[src/rtl/eret_pkg.sv]
// eret_pkg: shared constants for the return-from-exception sequencer.
//   - SPR file indices touched by the ERET sequence
//   - ERET opcode / funct fields
//   - 3-bit sequencer state encoding
// Optional feature macro used by the sequencer: ERET_SYNC_EN.
package eret_pkg;

  // SPR file indices
  localparam logic [2:0] SPR_SR    = 3'd0;
  localparam logic [2:0] SPR_ESR   = 3'd1;
  localparam logic [2:0] SPR_EPC   = 3'd3;
  localparam logic [2:0] SPR_EMODE = 3'd6;
  localparam logic [2:0] SPR_MODE  = 3'd7;

  // ERET encoding: opcode in [31:26], funct in [5:0]
  localparam logic [5:0] ERET_OPCODE = 6'b010000;
  localparam logic [5:0] ERET_FUNCT  = 6'b011000;

  // Sequencer states. All eight codes are used, so no illegal encoding
  // exists; ST_WAIT is only reachable in the ERET_SYNC_EN build.
  typedef enum logic [2:0] {
    ST_IDLE     = 3'd0,
    ST_WAIT     = 3'd1,
    ST_RD_EPC   = 3'd2,
    ST_RD_ESR   = 3'd3,
    ST_WR_SR    = 3'd4,
    ST_RD_EMODE = 3'd5,
    ST_WR_MODE  = 3'd6,
    ST_DONE     = 3'd7
  } eret_state_e;

  // True when the word carries the ERET opcode and funct, ignoring valid.
  function automatic logic is_eret_word(input logic [31:0] insn);
    return (insn[31:26] == ERET_OPCODE) && (insn[5:0] == ERET_FUNCT);
  endfunction

endpackage

[src/rtl/eret_decode.sv]
// eret_decode: combinational ERET recogniser.
//   instruction  in   instruction word
//   valid        in   instruction is valid this cycle
//   mode_in      in   current MODE register value
//   is_eret      out  valid ERET present
//   is_ill       out  valid ERET issued from user mode
// Also consumed by the interrupt path as an illegal-instruction cause.
import eret_pkg::*;

module eret_decode #(
  parameter int          DATA_W    = 32,
  parameter int unsigned USER_MODE = 1
) (
  input  logic [31:0]       instruction,
  input  logic              valid,
  input  logic [DATA_W-1:0] mode_in,
  output logic              is_eret,
  output logic              is_ill
);

  // The middle of the word carries no ERET information.
  logic unused_mid;
  assign unused_mid = ^instruction[25:6];

  assign is_eret = valid & is_eret_word(instruction);
  assign is_ill  = is_eret & (mode_in == DATA_W'(USER_MODE));

endmodule

[src/rtl/eret_unit.sv]
// eret_unit: return-from-exception sequencer.
// Undoes the interrupt entry path: reads EPC, restores SR from ESR and
// MODE from EMODE through the shared single-port SPR file, then redirects
// the PC to EPC. The pipeline is stalled for the whole sequence.
//
// Ports:
//   clk, rst      clock, synchronous active-high reset
//   instruction   execute-stage instruction word
//   valid         instruction valid
//   mode_in       current MODE value
//   jisr          interrupt taken this cycle (aborts / blocks the sequence)
//   pipe_empty    older instructions retired (ERET_SYNC_EN build only)
//   spr_rdata     combinational SPR read data for spr_sel
//   spr_sel       SPR index
//   spr_wdata     SPR write data
//   spr_we        SPR write strobe
//   stall, busy   sequence in progress
//   pc_redirect   one-cycle strobe to load redirect_pc
//   redirect_pc   restored PC, held until the next completed sequence
//   eret_ill      one-cycle strobe: ERET attempted in user mode
//
// Macro ERET_SYNC_EN: when defined, a legal ERET first waits in ST_WAIT
// until pipe_empty before touching the SPR file. When undefined the wait
// state is never entered and pipe_empty is ignored.
import eret_pkg::*;

module eret_unit #(
  parameter int          DATA_W    = 32,
  parameter int          SEL_W     = 3,
  parameter int unsigned USER_MODE = 1
) (
  input  logic              clk,
  input  logic              rst,
  input  logic [31:0]       instruction,
  input  logic              valid,
  input  logic [DATA_W-1:0] mode_in,
  input  logic              jisr,
  input  logic              pipe_empty,
  input  logic [DATA_W-1:0] spr_rdata,
  output logic [SEL_W-1:0]  spr_sel,
  output logic [DATA_W-1:0] spr_wdata,
  output logic              spr_we,
  output logic              stall,
  output logic              busy,
  output logic              pc_redirect,
  output logic [DATA_W-1:0] redirect_pc,
  output logic              eret_ill
);

  eret_state_e       state_q, state_d;
  logic [DATA_W-1:0] epc_q, esr_q, emode_q, redirect_q;
  logic              is_eret, is_ill, accept;
  logic              we_raw, redirect_raw;
  logic [2:0]        sel_idx;

`ifndef ERET_SYNC_EN
  logic unused_pipe_empty;
  assign unused_pipe_empty = pipe_empty;
`endif

  eret_decode #(
    .DATA_W    (DATA_W),
    .USER_MODE (USER_MODE)
  ) u_decode (
    .instruction (instruction),
    .valid       (valid),
    .mode_in     (mode_in),
    .is_eret     (is_eret),
    .is_ill      (is_ill)
  );

  // An interrupt in the same cycle wins over a new ERET.
  assign accept = is_eret & ~is_ill & ~jisr;

  // State register
  always_ff @(posedge clk) begin
    if (rst) state_q <= ST_IDLE;
    else     state_q <= state_d;
  end

  // Next state
  always_comb begin
    state_d = state_q;
    unique case (state_q)
      ST_IDLE: begin
`ifdef ERET_SYNC_EN
        if (accept) state_d = ST_WAIT;
`else
        if (accept) state_d = ST_RD_EPC;
`endif
      end
      ST_WAIT: begin
`ifdef ERET_SYNC_EN
        if (pipe_empty) state_d = ST_RD_EPC;
`else
        state_d = ST_IDLE;
`endif
      end
      ST_RD_EPC:   state_d = ST_RD_ESR;
      ST_RD_ESR:   state_d = ST_WR_SR;
      ST_WR_SR:    state_d = ST_RD_EMODE;
      ST_RD_EMODE: state_d = ST_WR_MODE;
      ST_WR_MODE:  state_d = ST_DONE;
      ST_DONE:     state_d = ST_IDLE;
      default:     state_d = ST_IDLE;
    endcase
    // Interrupt abort; writes already committed stay in the SPR file.
    if (jisr) state_d = ST_IDLE;
  end

  // State-decoded outputs (before interrupt/reset gating)
  always_comb begin
    sel_idx      = SPR_SR;
    spr_wdata    = '0;
    we_raw       = 1'b0;
    redirect_raw = 1'b0;
    unique case (state_q)
      ST_RD_EPC:   sel_idx = SPR_EPC;
      ST_RD_ESR:   sel_idx = SPR_ESR;
      ST_WR_SR: begin
        sel_idx   = SPR_SR;
        spr_wdata = esr_q;
        we_raw    = 1'b1;
      end
      ST_RD_EMODE: sel_idx = SPR_EMODE;
      ST_WR_MODE: begin
        sel_idx   = SPR_MODE;
        spr_wdata = emode_q;
        we_raw    = 1'b1;
      end
      ST_DONE:     redirect_raw = 1'b1;
      default:     sel_idx = SPR_SR;
    endcase
  end

  assign busy        = (state_q != ST_IDLE);
  assign stall       = busy;
  assign spr_sel     = SEL_W'(sel_idx);
  // No SPR write and no redirect in a cycle that is being aborted.
  assign spr_we      = we_raw & ~jisr & ~rst;
  assign pc_redirect = redirect_raw & ~jisr & ~rst;
  // Show the fresh EPC in the DONE cycle; otherwise hold the last one.
  assign redirect_pc = redirect_raw ? epc_q : redirect_q;
  assign eret_ill    = (state_q == ST_IDLE) & is_ill & ~jisr & ~rst;

  // Read latches and held redirect target
  always_ff @(posedge clk) begin
    if (rst) begin
      epc_q      <= '0;
      esr_q      <= '0;
      emode_q    <= '0;
      redirect_q <= '0;
    end else begin
      if (state_q == ST_RD_EPC)   epc_q   <= spr_rdata;
      if (state_q == ST_RD_ESR)   esr_q   <= spr_rdata;
      if (state_q == ST_RD_EMODE) emode_q <= spr_rdata;
      if (pc_redirect)            redirect_q <= epc_q;
    end
  end

endmodule

[config.mk]
export PLATFORM = sky130hd
export DESIGN_NAME = eret_unit
export DESIGN_NICKNAME = d
export VERILOG_FILES = /design/src/rtl/eret_pkg.sv /design/src/rtl/eret_decode.sv /design/src/rtl/eret_unit.sv
export SDC_FILE = /design/constraint.sdc
export NUM_CORES = 1
export LEC_CHECK = 0
export ABC_AREA = 1
export ABC_CLOCK_PERIOD_IN_PS = 1400
export CORE_MARGIN = 4
export CORE_UTILIZATION = 44
export CTS_CLUSTER_DIAMETER = 200
export DETAILED_ROUTE_END_ITERATION = 8
export PLACE_DENSITY_LB_ADDON = 0.3
export SYNTH_ARGS = -nofsm -noshare
export SYNTH_HDL_FRONTEND = slang
export SYNTH_HIERARCHICAL = 1
export SYNTH_SLANG_ARGS = --single-unit
[constraint.sdc]
create_clock -name clk -period 1.4 [get_ports clk]
set_clock_uncertainty 0.2 [all_clocks]
set_input_delay 0.14 -clock clk [delete_from_list [all_inputs] [get_ports clk]]
set_output_delay 0.14 -clock clk [all_outputs]
set_load 0.1 [all_outputs]
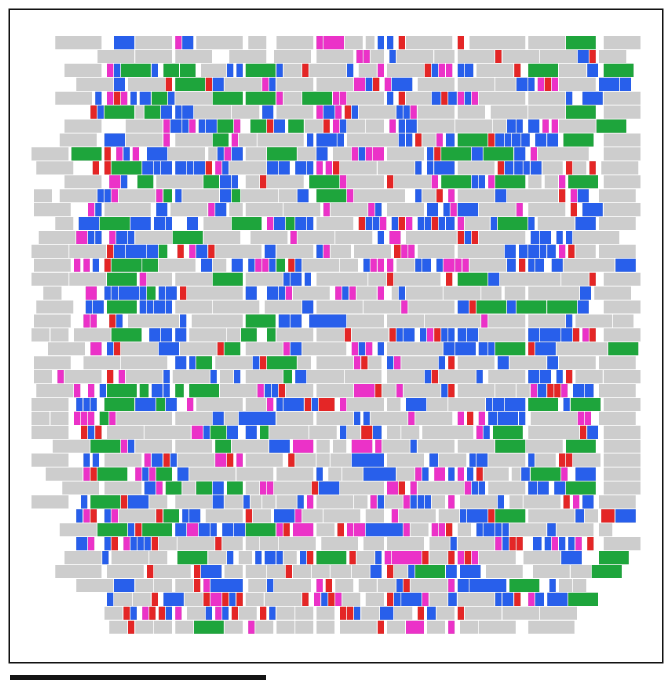
*Selected gate families, run 1*
Scale bar: 50 µm.
red -> inverters  # cells 136, most used inv_1, where spread over the die
blue -> NAND gates  # cells 389, most used nand2_1, where spread over the die
green -> inverting AOI/OAI gates  # cells 100, most used o21ai_4, where spread over the die
magenta -> NOR gates  # cells 184, most used nor2_1, where spread over the die

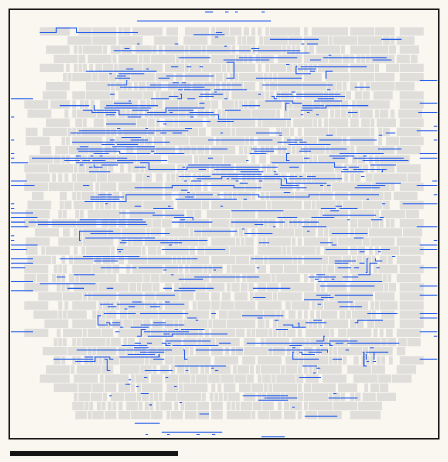
*Signal wires on met3, run 1*
Scale bar: 50 µm.
longest straight run = 44.6 µm
nets with wire on the layer = 280
wire length on this layer = 3260 µm

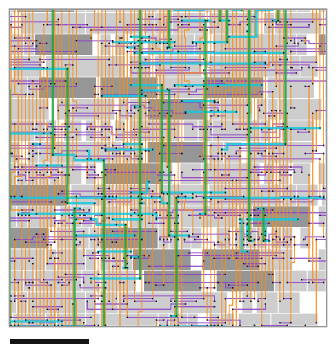
*Close-up of the layout, run 1*
Scale bar: 10 µm. Region (76, 12) to (116, 52) µm. Cells in grey, sequential cells in the stronger grey; small squares are vias.
purple -> metal 1
cyan -> metal 3
orange -> metal 2
green -> metal 4
netlist names of flops here include = epc_q (8), redirect_q (7)
cells with their middle in the window = 160
most frequent = nand2_1 (29), nor2_1 (25), inv_1 (17)
sequential cells in the window = 15

==> run 1: metrics by stage <==
step	utilization (%)	instances	hold slack (ns)	area, µm²
floorplan	-	1005	0.07492	7164
global placement	70.77	1335	0.2473	9862
detailed placement	70.77	1335	0.2501	9862
CTS	81.41	1396	0.01282	11340
global route	89.10	1427	0.07768	12420
finish	89.10	1427	0.09123	12420
==> run 1: sequential cells by signal, summed over array words and instances, names as in the netlist <==
name and cells:
epc_q 32, esr_q 32, redirect_q 32, state_q 3, emode_q 32
==> run 1: final cells by class <==
type	instances	area (µm²)	share of cell area (%)
Multi-Input combinational cell	674	4295	34.60
Timing Repair Buffer	274	4071	32.79
Sequential cell	131	2631	21.19
Inverter	136	521.8	4.202
Clock buffer	23	498.0	4.011
Tap cell	180	225.2	1.814
Clock inverter	9	172.7	1.391
==> run 1: how the worst max path moves through the flow <==
stage / start / endpoint / slack (ns)
finish: mode_in[4] / eret_ill / -0.91
global placement: mode_in[0] / eret_ill / -0.44
CTS: state_q[1] / spr_wdata[27] / -0.70
global route: mode_in[4] / eret_ill / -0.91
detailed placement: mode_in[0] / eret_ill / -0.46
floorplan: state_q[0] / eret_ill / -0.55
==> run 1: what timing repair did <==
item | CTS | global route
hold endpoints to repair | 0 | 0
gates resized | 90 | 206
setup buffers | 17 | 24
endpoints found under the setup margin | 202 | 203
pin swaps | 17 | 25
cloned | 14 | 12
==> run 1: per-layer routing <==
metal,part of all wire [%],routed length (µm)
met3,10,3260
met1,33,10760
met4,8.3,2661
met5,0,0
met2,48,15450
==> run 1: where the power goes <==
group          total, mW  switching, mW  leakage, nW  internal (mW)
logic              0.475          0.243         4.47          0.232
clock network       5.15           1.76        0.329           3.39
registers           3.72       0.000138         1.06           3.72
==> run notes, run 1 <==
impl run done, here's what came out: worst-path cell chain clkdlybuf4s50_1 -> inv_1 -> nand2_1 -> nor2_1 -> nand2_1 -> nor2_2 -> nand2_1 -> nor2_1 -> inv_1 -> nor3_4 -> buf_12, Post-Synth XOR/XNOR Area 0%, worst slack at placement -0.4604 ns, CTS max path bufs 2, CP Buf/Inv Count 4, Max FO, Critical Path 2, max_cap viols 0, port bufs 151, final worst slack -0.9067 ns, DR WL/cell 22.51 µm, signal arrival time at the worst endpoint 1.97 ns, Adder Area Share 0%, via/cell ratio 5.927, vias in the first global route 7188, Clk pin slew, worst setup/hold paths 0.05 ns, min-delay src rst, Crit path max-delay family simple AND/OR/NAND/NOR gates, Peak VDD IR 0.001093 V, TritonCTS clock tree yes, CTS buffer count 17, crit end category output pin, Boundary Pins 173, area fraction in mux cells 0%, global-route wire length before repair 36490 µm, Netlist Area Pre-Place 6274 µm², P&R area growth vs syn 97.91%, status finished, violations left, unrepaired setup endpoints after global routing yes, Total GRT Usage 28.28%, # nets final 1335, most used routing layer met2, grt met1 use 33.65%, Post-DRT Antenna Nets 0, Synth Area per Inst 6.242 µm², maximum number of pins on one net before global-route repair 44, Worst-Margin Slew 0.3771 ns, Yosys reg bits 131, Netlist cell types 23, n_diodes 0, Cell Pwr Density 752.9 nW/µm², Hold Path Sink state_q[2], CTS H-tree lvls 4, layout cells sized above 1 37.53%, Hold WC Path Type input port to flop, Syn Inst Count 1005, cell with the most instances after synthesis nand2_1, gr ovfl total 0, final setup vio count 202, failing checks negative setup slack, setup tns final -81.22 ns, first-pass iteration count of the detailed router 6, Yosys top cell by area dfxtp_1, critical path class input port to output pin, FP Core Util 45.02%, number of enable flip-flop cells 0, Worst EP required 1.06 ns, slowest stage delay, CP 0.44 ns, Period Utilization, post-route 164.8%, GPL Wtd Cong 0.8190, AND/OR/NAND/NOR Cells, Area Fraction 36.92%, initial antenna violation count 0, register share after synthesis 41.80%, Synth warnings 6, vias 8458, Die Size 16230 µm², final hold violations 0
## Run 2: what changed since run 1
--- a/config.mk
+++ b/config.mk
@@ -12,6 +12,7 @@
 export CTS_CLUSTER_DIAMETER = 200
 export DETAILED_ROUTE_END_ITERATION = 8
 export PLACE_DENSITY_LB_ADDON = 0.3
+export REMOVE_ABC_BUFFERS = 1
 export SYNTH_ARGS = -nofsm -noshare
 export SYNTH_HDL_FRONTEND = slang
 export SYNTH_HIERARCHICAL = 1
==> run 2 against run 1 <==
Against the previous run: the flow still finishes with violations (negative setup slack); die area is the same; global-route usage decreased by 2.0 points; synthesized cell count unchanged; sequential share of layout area is 1.5 points higher; critical endpoint is now spr_wdata[17].
==> run notes, run 2 <==
impl run done, here's what came out: Logic power comb 0.456 mW, Die Size 16230 µm², slowest stage delay, CP 0.37 ns, Peak VDD IR 0.0007778 V, TritonCTS clock tree yes, setup tns final -82.68 ns, critical path's slowest cell dfxtp_4, Reg2Reg Launch Point state_q[0], status finished, violations left, yosys stat chip area 6274 µm², register share after synthesis 41.80%, fmax 0.4412 GHz, Boundary Pins 173, Synth Area per Inst 6.242 µm², Biggest consumer clock, vias 7935, Hold WC Path Type input port to flop, commonest cells after routing, fill and taps aside 236 x nand2_1, 138 x nor2_1, 131 x inv_1, initial DRC count 1038, failing checks negative setup slack, Yosys top cell by area dfxtp_1, Finished Core Util 83.31%, Cell Int Power 6.658 mW, Psw 1.963 mW, worst-path cell chain nor2_1 -> nand2_2 -> buf_6 -> o21ai_0 -> buf_4 -> buf_12, Total GRT Usage 26.23%, max_cap viols 0, Hold Path Sink emode_q[10], global-route wire length before repair 33990 µm, share of total power in the clock network 51.5%, Synth warnings 6, RR Endpoint redirect_q[3], Comb area 3616 µm², Syn Inst Count 1005, Netlist Area Pre-Place 6274 µm², via/cell ratio 5.526, cell with the most instances after synthesis nand2_1, layout cells sized above 1 33.28%, Period Utilization, post-route 161.9%, vias in the first global route 7122, Post-DRT Antenna Nets 0, Fillers 716, combinational power share 5.3%, total clock sinks 131, DR WL/cell 19.33 µm, initial antenna violation count 1, crit end category output pin, Clk pin slew, worst setup/hold paths 0.06 ns, final worst slack -0.8667 ns, Cell Pwr Density 742.6 nW/µm², GPL Wtd Cong 0.8119, n_diodes 0, Top cell excl fill/tap nand2_1, flip-flop and latch area 2634 µm², hold path cells 3, number of enable flip-flop cells 0, Worst EP required 1.06 ns, Worst-Margin Slew 0.3287 ns, # nets final 1344, Commonest flop dfxtp_1, Sw Share 22.77%, gr ovfl total 0, maximum number of pins on one net before global-route repair 56, first-pass iteration count of the detailed router 7, CP Buf/Inv Count 3, Seq pwr share 43.2%, signal arrival time at the worst endpoint 1.93 ns, final hold violations 0, cell count in the Yosys report 1005, Netlist cell types 23, worst setup path endpoint spr_wdata[17], min-delay src rst, port bufs 151, P&R area growth vs syn 85.04%, worst slack at placement -0.6366 ns, Crit path max-delay family buffers and inverters, CTS H-tree lvls 4, CTS max path bufs 2, unrepaired setup endpoints after global routing yes, Synth top cells by count 317 x nand2_1, 180 x nor2_1, 133 x inv_1, Crit. Startpoint state_q[0], CTS buffer count 17, FP Core Util 45.02%, final setup vio count 203, Max FO, Critical Path 14, Yosys reg bits 131, clk pwr 4.44 mW, critical path class flop to output pin, seq pwr 3.72 mW
==> run 2: cell types whose count changed in the layout (fill, tap and decap cells not counted), moves of 18 or more <==
cell     change
o21ai_2     +23
o21ai_4     -53
o21ai_0     +18
nand2_1     +38
buf_4       +22
nand2_4     -18
nor2_1      -24
==> run 2: kinds of logic (layout without fill, tap and decap cells) <==
| group | count (synthesis) | count (layout) | synth area share (%) |
|---|---|---|---|
| compound gates | 100 | 100 | 7.978 |
| buf+inv | 200 | 451 | 13.30 |
| flops | 131 | 131 | 41.80 |
| simple gates | 574 | 574 | 36.92 |
==> run 2: area by class of cell <==
class | instances | share of cell area, %
multi-input combinational | 674 | 31.15
clock buffer | 19 | 3.902
sequential | 131 | 22.69
timing repair buffer | 283 | 34.71
inverter | 136 | 4.462
tap | 180 | 1.940
clock inverter | 13 | 1.153
==> run 2: metal layers <==
| layer | wire (µm) | share of wire, % | track usage [%] | vias to the layer above |
|---|---|---|---|---|
| met5 | 9 | 0.032 | 0 | - |
| met4 | 1657 | 6.0 | 11.55 | 2 |
| met3 | 3178 | 11 | 7.232 | 170 |
| met2 | 13360 | 48 | 46.64 | 595 |
| met1 | 9554 | 34 | 29.17 | 3616 |
| li1 | - | - | - | 3552 |
==> run 2: through the flow <==
| step | hold slack, ns | std cells | area [µm²] |
|---|---|---|---|
| after global routing | 0.05305 | 1436 | 11610 |
| after global placement | 0.2480 | 1356 | 9258 |
| final | 0.05411 | 1436 | 11610 |
| after CTS | 0.04236 | 1413 | 10650 |
| after floorplan | 0.009066 | 941 | 5949 |
| after detailed placement | 0.2522 | 1356 | 9258 |
==> run 2: timing repair <==
item | 4_1_cts | 5_1_grt
resized | 160 | 200
pin swaps | 24 | 16
setup buffers | 18 | 21
gates cloned | 9 | 13
setup endpoints to repair | 160 | 203
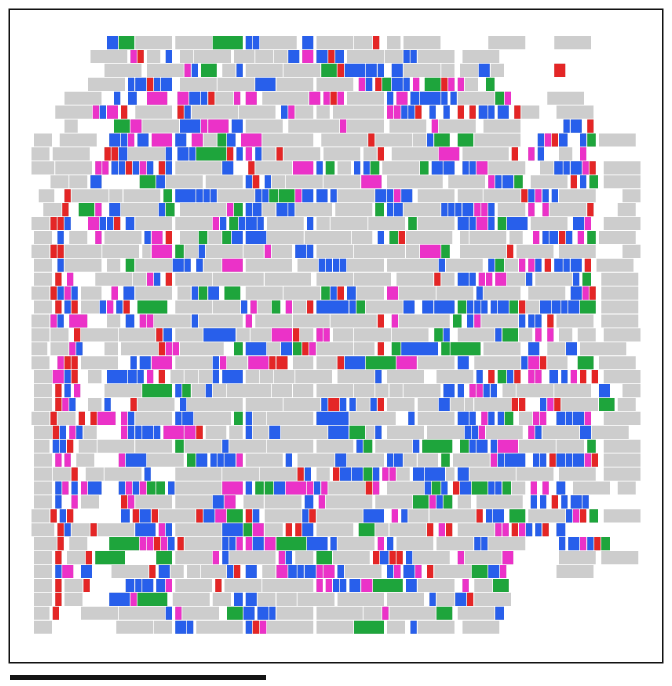
*Selected gate families, run 2*
Scale bar: 50 µm.
red -> inverters  # cells 136, most used inv_1, where spread over the die
blue -> NAND gates  # cells 389, most used nand2_1, where spread over the die
magenta -> NOR gates  # cells 184, most used nor2_1, where spread over the die
green -> inverting AOI/OAI gates  # cells 100, most used a21oi_1

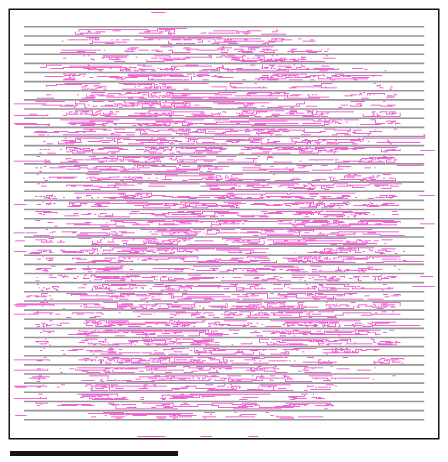
*The metal 1 layer, run 2*
Scale bar: 50 µm. Supply wires on this layer in grey.
nets with wire on the layer = 1202
share of all routed wire = 34%
longest straight run = 37.7 µm
wire length on this layer = 9550 µm
main direction = horizontal

## Run 3: what changed since run 2
==> constraint.sdc (replaced) <==
create_clock -name clk -period 1.4 [get_ports clk]
set_clock_uncertainty 0.2 [all_clocks]
set_input_delay 0.28 -clock clk [delete_from_list [all_inputs] [get_ports clk]]
set_output_delay 0.28 -clock clk [all_outputs]
set_load 0.1 [all_outputs]
==> run 3 against run 2 <==
Against the previous run: the run still ends with negative setup slack left; worst setup slack got worse by 0.20 ns; worst hold slack improved by 0.11 ns; via count increased by 0.45%; flip-flop count unchanged; clock-buffer cell count decreased by 1; critical path depth increased by 2; sequential power about the same; combinational power decreased by 14%; largest cell class unchanged.
==> run notes, run 3 <==
impl run done, here's what came out: final hold violations 0, first-pass iteration count of the detailed router 9, Complex Gates by Area 7.978%, yosys stat chip area 6274 µm², Period Utilization, post-route 176.0%, Post-Synth XOR/XNOR Area 0%, unrepaired setup endpoints after global routing yes, maximum number of pins on one net before global-route repair 37, number of enable flip-flop cells 0, worst slack at placement -0.8572 ns, Total GRT Usage 26.16%, commonest cells after routing, fill and taps aside 245 x nand2_1, 171 x nor2_1, 129 x inv_1, Max FO, Critical Path 5, P&R area growth vs syn 83.53%, Non-Filler Instances 1437, FP Core Util 45.02%, Clk pin slew, worst setup/hold paths 0.06 ns, Synth warnings 6, Fillers 757, layout cells sized above 1 31.13%, via/cell ratio 5.547, Tool Warnings 48, CTS max path bufs 2, Hold WC Path Type input port to flop, Yosys top cell by area dfxtp_1, Reg2Reg Launch Point state_q[0], CTS buffer count 17, Adder Area Share 0%, Commonest flop dfxtp_1, met2 routed WL 13170 µm, setup tns final -89.00 ns, max_cap viols 0, Netlist Area Pre-Place 6274 µm², vias 7971, fmax 0.4059 GHz, status finished, violations left, cell area after layout 11510 µm², Cell area leaders dfxtp_1 42%, nand2_1 19%, nor2_1 11%, Synth top cells by count 317 x nand2_1, 180 x nor2_1, 133 x inv_1, Peak VDD IR 0.0008807 V, Metal-1 WL 9269 µm, Synth logic family simple AND/OR/NAND/NOR gates, register share after synthesis 41.80%, Netlist cell types 23, Worst EP required 0.92 ns, TritonCTS clock tree yes, Top cell excl fill/tap nand2_1, final worst slack -1.064 ns, vias in the first global route 6933, signal arrival time at the worst endpoint 1.98 ns, min-delay src rst, global-route wire length before repair 33840 µm, final setup vio count 202, Boundary Pins 173, cell with the most instances after synthesis nand2_1, Hold Path Sink emode_q[7], Post-DRT Antenna Nets 0, Worst-Margin Slew 0.3922 ns, # nets final 1344, hold path cells 3, Yosys top cell area share 41.80%, Area after DPL 9188 µm², total clock sinks 131, hold_ws 0.1630 ns, Finished Core Util 82.63%, Synth Area per Inst 6.242 µm², port bufs 151, Max Used Layer met4, CTS H-tree lvls 4, cell count in the Yosys report 1005, Yosys reg bits 131, critical path class flop to output pin, dpl cells 1355, crit end category output pin, Syn Inst Count 1005, failing checks negative setup slack, Met3 Wirelength 2750 µm, AND/OR/NAND/NOR Cells, Area Fraction 36.92%, GPL Wtd Cong 0.8037, Cell Pwr Density 787.8 nW/µm², area fraction in mux cells 0%
## run 3: worst max path at each step
stage / from / endpoint / slack (ns)
floorplan: state_q[0] / eret_ill / -3.57
global placement: mode_in[30] / eret_ill / -0.81
detailed placement: instruction[30] / eret_ill / -0.86
CTS: state_q[0] / redirect_pc[14] / -0.91
global route: state_q[0] / spr_wdata[15] / -1.07
finish: state_q[0] / spr_wdata[12] / -1.06
## run 3: cells by family after synthesis
group,count (synthesis)
flip-flops,131
buffers and inverters,200
AND-OR/OR-AND,100
AND/OR/NAND/NOR,574
## run 3: timing repair
item                                    CTS  global route
endpoints found under the setup margin  146           203
hold endpoints to repair                  0             0
pin swaps                                62            24
buffers inserted                         25            31
cloned                                    5             9
gates resized                           178           232
hold buffers                              0             0
## run 3: worst max-delay path: stages (launching register included)
cell     delay (ns)
dfxtp_4        0.38
inv_2          0.08
nand2_2        0.08
nor2_4         0.26
buf_6          0.22
nand2_2        0.07
o21ai_1        0.12
buf_4          0.16
buf_12         0.16
## run 3: layout make-up
cell class | instances | area (µm²) | share of cell area [%]
clock inverter | 14 | 210.2 | 1.826
clock buffer | 18 | 439.2 | 3.814
antenna | 1 | 2.502 | 0.02173
tap | 180 | 225.2 | 1.956
inverter | 136 | 520.5 | 4.521
timing repair buffer | 283 | 3839 | 33.34
sequential | 131 | 2634 | 22.88
multi-input combinational | 674 | 3643 | 31.65
## run 3: metal layers
| layer | up-vias | global-route usage [%] |
|---|---|---|
| met5 | - | 0 |
| met2 | 581 | 46.33 |
| met1 | 3649 | 28.63 |
| li1 | 3555 | - |
| met4 | 0 | 12.56 |
| met3 | 186 | 7.483 |
## run 3: report_power, final
group          internal (mW)  switching, mW  leakage (nW)
combinational          0.192          0.200          4.31
sequential              3.72       0.000100          1.06
clock                   3.19           1.76         0.312
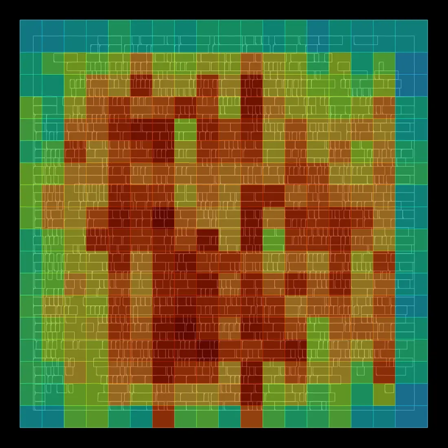
*Track usage over the die, run 3*
DR WL/cell: 18.73 µm
grt met2 use: 46.33%

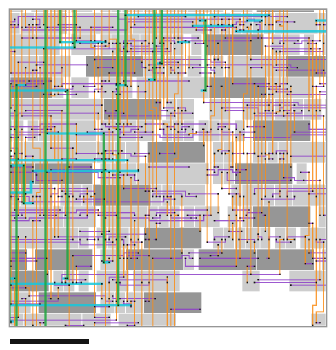
*Close-up of the layout, run 3*
Scale bar: 10 µm. Region (76, 12) to (116, 52) µm. Cells in grey, sequential cells in the stronger grey; small squares are vias.
orange -> metal 2
purple -> metal 1
cyan -> metal 3
green -> metal 4
cells with their middle in the window = 155
most frequent = nand2_1 (33), nor2_1 (26), dfxtp_1 (20)
netlist names of flops here include = epc_q (6), redirect_q (6), emode_q (4)
sequential cells in the window = 20

Power and IR drop assume default switching activity.
